met1.png
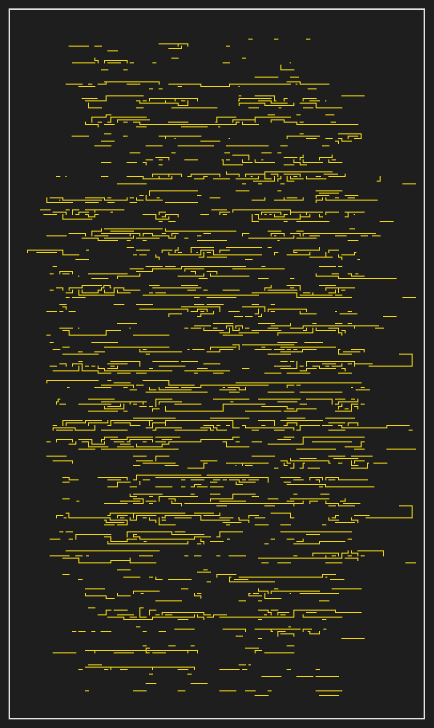
final_clocks.png
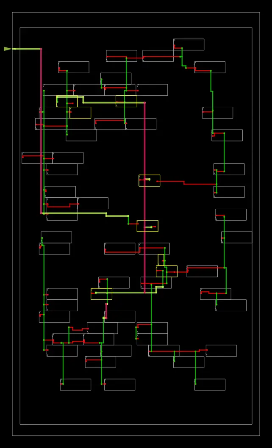
cell_classes.png
Fill, decap, tap and diode cells in grey.
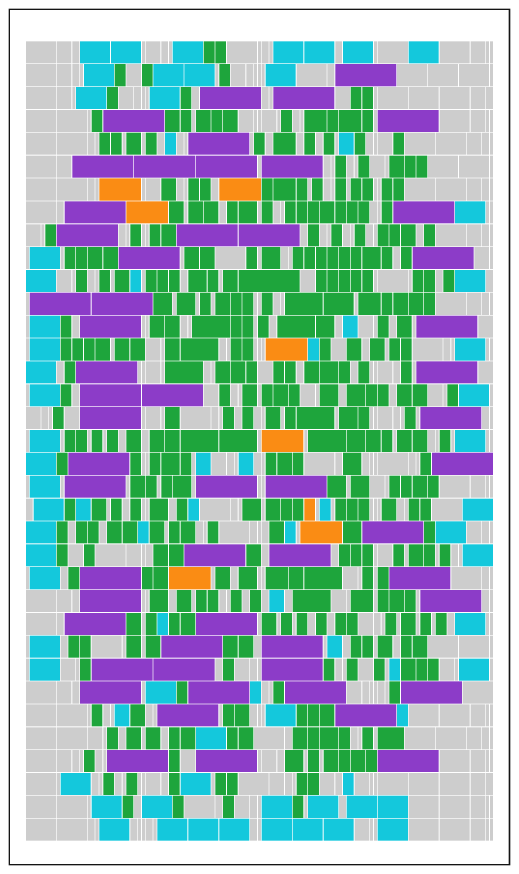
met3.png
Scale bar: 20 um.
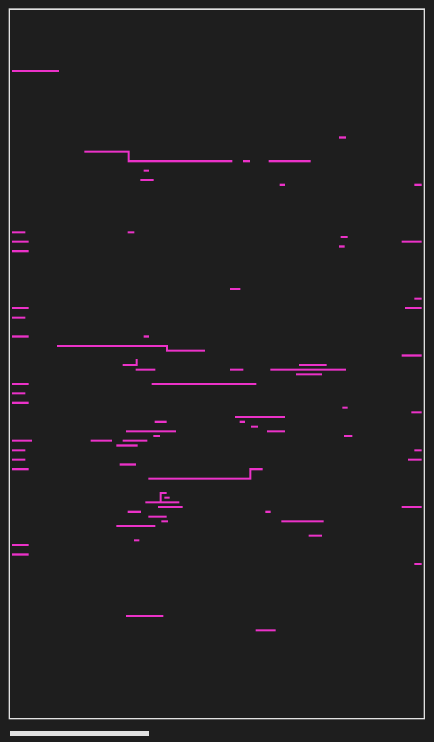
wire_density.png
Scale bar: 20 um. 12 x 20 tiles, from dark blue (low) to red (high), scaled to the fullest tile. Values are wire area over tile area, all layers added.
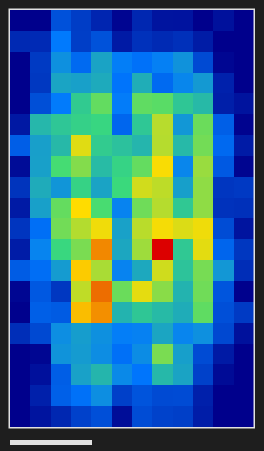
File: src/rtl/nibble_add_seq.sv
// Multi-cycle W-bit add/subtract sequencer sharing one 4-bit carry-lookahead slice (sum4b).
// Optional subtract support is enabled by defining NIBBLE_ADD_SEQ_SUB_EN.

module sum4b (
  input  logic [3:0] a,
  input  logic [3:0] b,
  input  logic       c_in,
  output logic [3:0] s,
  output logic       c_out
);
  logic [3:0] g;
  logic [3:0] p;
  logic [4:0] c;

  assign g = a & b;
  assign p = a ^ b;

  // Every carry is a flat sum of products of c_in; no ripple through lower carries.
  assign c[0] = c_in;
  assign c[1] = g[0] | (p[0] & c_in);
  assign c[2] = g[1] | (p[1] & g[0]) | (p[1] & p[0] & c_in);
  assign c[3] = g[2] | (p[2] & g[1]) | (p[2] & p[1] & g[0]) | (p[2] & p[1] & p[0] & c_in);
  assign c[4] = g[3] | (p[3] & g[2]) | (p[3] & p[2] & g[1]) | (p[3] & p[2] & p[1] & g[0])
              | (p[3] & p[2] & p[1] & p[0] & c_in);

  assign s     = p ^ c[3:0];
  assign c_out = c[4];
endmodule

module nibble_add_seq #(
  parameter int NIBBLES = 4
) (
  input  logic                 clk,
  input  logic                 rst,
  input  logic                 start_valid,
  output logic                 start_ready,
  input  logic [4*NIBBLES-1:0] a,
  input  logic [4*NIBBLES-1:0] b,
  input  logic                 c_in,
  input  logic                 sub,
  output logic                 res_valid,
  input  logic                 res_ready,
  output logic [4*NIBBLES-1:0] sum,
  output logic                 c_out,
  output logic                 zero,
  output logic                 busy
);
  localparam int W  = 4 * NIBBLES;
  localparam int KW = (NIBBLES > 1) ? $clog2(NIBBLES) : 1;

  typedef enum logic [1:0] {IDLE, RUN, DONE} state_t;

  state_t        state;
  logic [W-1:0]  opa;
  logic [W-1:0]  opb;
  logic          carry;
  logic [KW-1:0] k;

  logic [W-1:0]  opb_in;
  logic          cin_in;
  logic          accept;
  logic          last;
  logic [3:0]    slice_a;
  logic [3:0]    slice_b;
  logic [3:0]    slice_s;
  logic          slice_c;
  logic [W-1:0]  sum_nxt;

`ifdef NIBBLE_ADD_SEQ_SUB_EN
  // A - B is A + ~B + 1, so subtract forces the carry-in high and ignores c_in.
  assign opb_in = sub ? ~b : b;
  assign cin_in = sub | c_in;
`else
  logic unused_sub;
  assign unused_sub = sub;
  assign opb_in     = b;
  assign cin_in     = c_in;
`endif

  assign start_ready = (state == IDLE) & ~rst;
  assign res_valid   = (state == DONE);
  assign busy        = (state != IDLE);
  assign accept      = start_valid & start_ready;
  assign last        = (k == KW'(NIBBLES - 1));

  assign slice_a = opa[4*k +: 4];
  assign slice_b = opb[4*k +: 4];

  sum4b u_slice (
    .a     (slice_a),
    .b     (slice_b),
    .c_in  (carry),
    .s     (slice_s),
    .c_out (slice_c)
  );

  // Full sum as it will look after this cycle's nibble write; zero is judged on it.
  always_comb begin
    sum_nxt          = sum;
    sum_nxt[4*k +: 4] = slice_s;
  end

  // NOTE: all state is updated with non-blocking assignments so every register
  // samples the pre-edge values, independent of statement order.
  always_ff @(posedge clk) begin
    if (rst) begin
      state <= IDLE;
      opa   <= '0;
      opb   <= '0;
      carry <= 1'b0;
      k     <= '0;
      sum   <= '0;
      c_out <= 1'b0;
      zero  <= 1'b0;
    end else begin
      case (state)
        IDLE: begin
          if (accept) begin
            opa   <= a;
            opb   <= opb_in;
            carry <= cin_in;
            k     <= '0;
            state <= RUN;
          end
        end
        RUN: begin
          sum   <= sum_nxt;
          carry <= slice_c;
          if (last) begin
            k     <= '0;
            c_out <= slice_c;
            zero  <= ~|sum_nxt;
            state <= DONE;
          end else begin
            k <= k + 1'b1;
          end
        end
        DONE: begin
          if (res_ready) state <= IDLE;
        end
        default: state <= IDLE;
      endcase
    end
  end
endmodule

File: config.mk
export PLATFORM = sky130hd
export DESIGN_NAME = nibble_add_seq
export DESIGN_NICKNAME = d
export VERILOG_FILES = /design/src/rtl/nibble_add_seq.sv
export SDC_FILE = /design/constraint.sdc
export NUM_CORES = 1
export LEC_CHECK = 0
export ABC_AREA = 1
export CORE_ASPECT_RATIO = 1.75
export CORE_MARGIN = 1.5
export CORE_UTILIZATION = 51
export CTS_CLUSTER_DIAMETER = 50
export CTS_CLUSTER_SIZE = 12
export DETAILED_ROUTE_END_ITERATION = 10
export GPL_ROUTABILITY_DRIVEN = 1
export GPL_TIMING_DRIVEN = 0
export PLACE_DENSITY = 0.84
export SLEW_MARGIN = 20
export SYNTH_ARGS = -nofsm -noshare
export SYNTH_HDL_FRONTEND = slang
export SYNTH_SLANG_ARGS = --single-unit
File: constraint.sdc
create_clock -name clk -period 4 [get_ports clk]
set_clock_uncertainty 0.15 [all_clocks]
set_input_delay 0.8 -clock clk [delete_from_list [all_inputs] [get_ports clk]]
set_output_delay 0.8 -clock clk [all_outputs]
set_load 0.02 [all_outputs]
==> results.toml <==
# synthesis and place-and-route metrics
[worst_setup_path]
crit_arrival_ns = 3.66
r2r_start = "k[0]"
worstPathRequired_ns = 4.10
crit_type = "reg -> reg"
worstSetupEndpointType = "flop"
worstReg2RegEnd = "zero"
r2r_cells = 15
crit_path_start_kind = "flop"
reg2reg_slack_ns = 0.44
worst-path-max-fanout = 12

[power]
p_per_area_nw_per_um2 = 396
p_leak_nw = 1.77
ir_drop_v = 0.000304

[clocking]
root_buffer = "clkbuf_8"
cts_htree_levels = 2
clk_path_buf_depth = 2
clk_pin_slew_ns = 0.09
clk_latency_ns = 0.31
cts_tree = "yes"
postCtsHoldBufs = 0
cts_resized = 0
cts_setup_buffers = 0

[layout]
utilization_pct = 67.9
stdcell_count = 568
drive_above_1_share_pct = 6.68
nNetsFinal = 543
num_antenna_cells = 0
area_growth_pct = 26.9

[grt]
grt_antenna_before_repair = 0
overflow = 0
grt_max_degree = 16
grt_first_pass_wirelength_um = 11800
grt_pass1_vias = 2840

[placement]
dp_hpwl_um = 5510
placed_cells = 560
place.gp.congestion = 0.950
port_buffers = 57

[final_timing]
worst_pin_slew_ns = 0.542
fin_crit_ns = 3.56
finalCritPeriodShare_pct = 89.1
slew_headroom_pct = 63.9
finalHoldViolations = 0
hold_slack_ns = 0.319
fin_tns_setup_ns = 0
report.final.slew_viol_count = 0
rsz0062_at_grt = "false"
fmax_mhz = 281
setup_viol = 0

[synth]
syn_area_um2 = 2830
yosysTopAreaCellShare_pct = 38.9
synth_cell_type_count = 26
ys_ff = 55
syn_nets = 479
synth_seq_share_pct = 38.9
yosysTopAreaCell = "dfxtp_1"
netlist_instances = 429
ys_top_cells_by_area = "dfxtp_1 39%, nand2_1 16%, nand3_1 7.6%, nor2_1 6.8%, inv_1 5.8%"
yosysChipArea_um2 = 2830
ys_warn_count = 0
ys_cells = 429
avgSynthCellArea_um2 = 6.60

[floorplan]
io_pins = 59
die_x_um = 59.3
core_area_um2 = 5300
fp_util_pct = 53.5
die_y_um = 102
rows = 35
chipArea_um2 = 6030

[route]
first_iter_violations = 115
ant_nets = 0
drt-pass1-iter-count = 4
drc_errors = 0
via_per_inst = 5.10

[worst_hold_path]
min_to = "opa[7]"
hp-start = "opa[7]"
holdPathStages = 2
min_path_type = "reg -> reg"

[flow_run]
maxCapViolCount = 0
warnings = 33

[outcome]
status = "finished, final reports clean"
## Picture notes: met1.png
share of all routed wire: 36%
main direction: horizontal
longest straight run: 17.9 um
vias: 2,895
met1 Use GR: 24.5%
final wirelength: 6930 um

## Picture notes: final_clocks.png
Clock group: 0.331 mW
CLK BUF: 8
CTS buffer count: 5
clock sink count: 55
Flop Count: 55

## Picture notes: cell_classes.png
legend:
  cyan:
    class: other buffers and delay cells
    cells: 77
  orange:
    class: clock drivers and dummy loads
    cells: 8
  green:
    class: all other logic
    cells: 354
  purple:
    class: flops
    cells: 55

## Picture notes: met3.png
wire length on this layer: 231 um
longest straight run: 15.6 um

## Picture notes: wire_density.png
densest ninth of the die: middle
mean over tiles: 0.19
tiles over half the peak: 20%
Avg WL per Cell: 12.2 um
GR Util All Layers: 25.5%

==> worst max-delay path by stage <==
stage          start   end  slack, ns  cells after the start
3_5_place_dp    k[0]  zero       0.47                     15
2_1_floorplan   k[0]  zero       1.22                     15
3_3_place_gp    k[0]  zero       0.53                     15
5_1_grt         k[0]  zero       0.17                     15
6_report        k[0]  zero       0.44                     15
4_1_cts         k[0]  zero       0.47                     15
==> cell usage after synthesis (all sizes together) <==
| master | number |
|---|---|
| nand2 | 124 |
| dfxtp | 55 |
| nor2 | 53 |
| inv | 52 |
| nand3 | 44 |
| o21ai | 33 |
| buf | 12 |
| a21oi | 11 |
| ha | 11 |
| clkbuf | 8 |
| o22ai | 8 |
| nand4 | 7 |
| o211ai | 5 |
| a211oi | 1 |
| a31oi | 1 |
| clkinv | 1 |
| fa | 1 |
| o21bai | 1 |
| or2 | 1 |
==> cells in the final DEF, fill, tap and decap left out, types with 2 or more instances in the layout <==
master             n
o211ai_1           5
nand2_1          119
clkdlybuf4s50_1   57
nand4_1            7
ha_1              11
buf_1              4
clkbuf_8           7
o21ai_0           14
o22ai_1            8
dfxtp_1           55
a21oi_1           10
inv_2              8
o21ai_1           19
nand3_1           43
nand2_2            5
clkbuf_1           9
inv_1             44
nor2_2             2
buf_2              8
nor2_1            51
==> where the power goes <==
part	internal [mW]	total [mW]	switching (mW)
clock network	0.158	0.331	0.172
registers	0.597	0.632	0.0346
logic	0.185	0.461	0.277
total	0.940	1.42	0.484
==> cell type report <==
type | instances | area (um2)
buffer | 20 | 85.1
timing repair buffer | 57 | 571
multi-input combinational | 301 | 1450
tap | 74 | 92.6
fill | 481 | 1700
sequential | 55 | 1100
inverter | 53 | 199
clock buffer | 8 | 100
==> sequential cells by signal (all words and copies together), names as in the netlist <==
register	cells
zero	1
carry	1
opb	16
opa	16
sum	16
state	2
k	2
c_out	1
==> routing by layer <==
layer / vias up / share of wire [%] / track usage, % / routed length, um
li1: 1495 / - / - / -
met1: 1277 / 36 / 24.5 / 2500
met2: 90 / 54 / 46.6 / 3760
met3: 33 / 3.3 / 4.60 / 230
met4: 0 / 6.4 / 17.5 / 441
met5: - / 0 / 0 / 0
==> cells by family after synthesis <==
kind of cell	count (synthesis)	share of synthesized area, %
simple gates	229	33.8
buf+inv	73	10.0
compound gates	60	11.7
flops	55	38.9
fa+ha+maj	12	5.57
==> critical path: stages (launching register included) <==
cell and delay (ns):
dfxtp_1 0.42, inv_2 0.12, clkbuf_1 0.37, buf_2 0.35
nor2_1 0.08, o22ai_1 0.37, fa_1 0.53, nand3_1 0.14
o21ai_0 0.16, nor2_1 0.14, nand2_1 0.06, nor2_1 0.09
nand2_1 0.05, nor2_1 0.22, nand3_1 0.14, a21oi_2 0.12
==> per-stage QoR <==
step	setup WS, ns	total power, mW	cell area, um2
floorplan	1.22	0.944	2830
global placement	0.534	1.09	3500
detailed placement	0.469	1.10	3500
CTS	0.473	1.43	3600
global route	0.168	1.52	3600
finish	0.436	1.42	3600
Power is estimated from default activity; no workload was simulated.
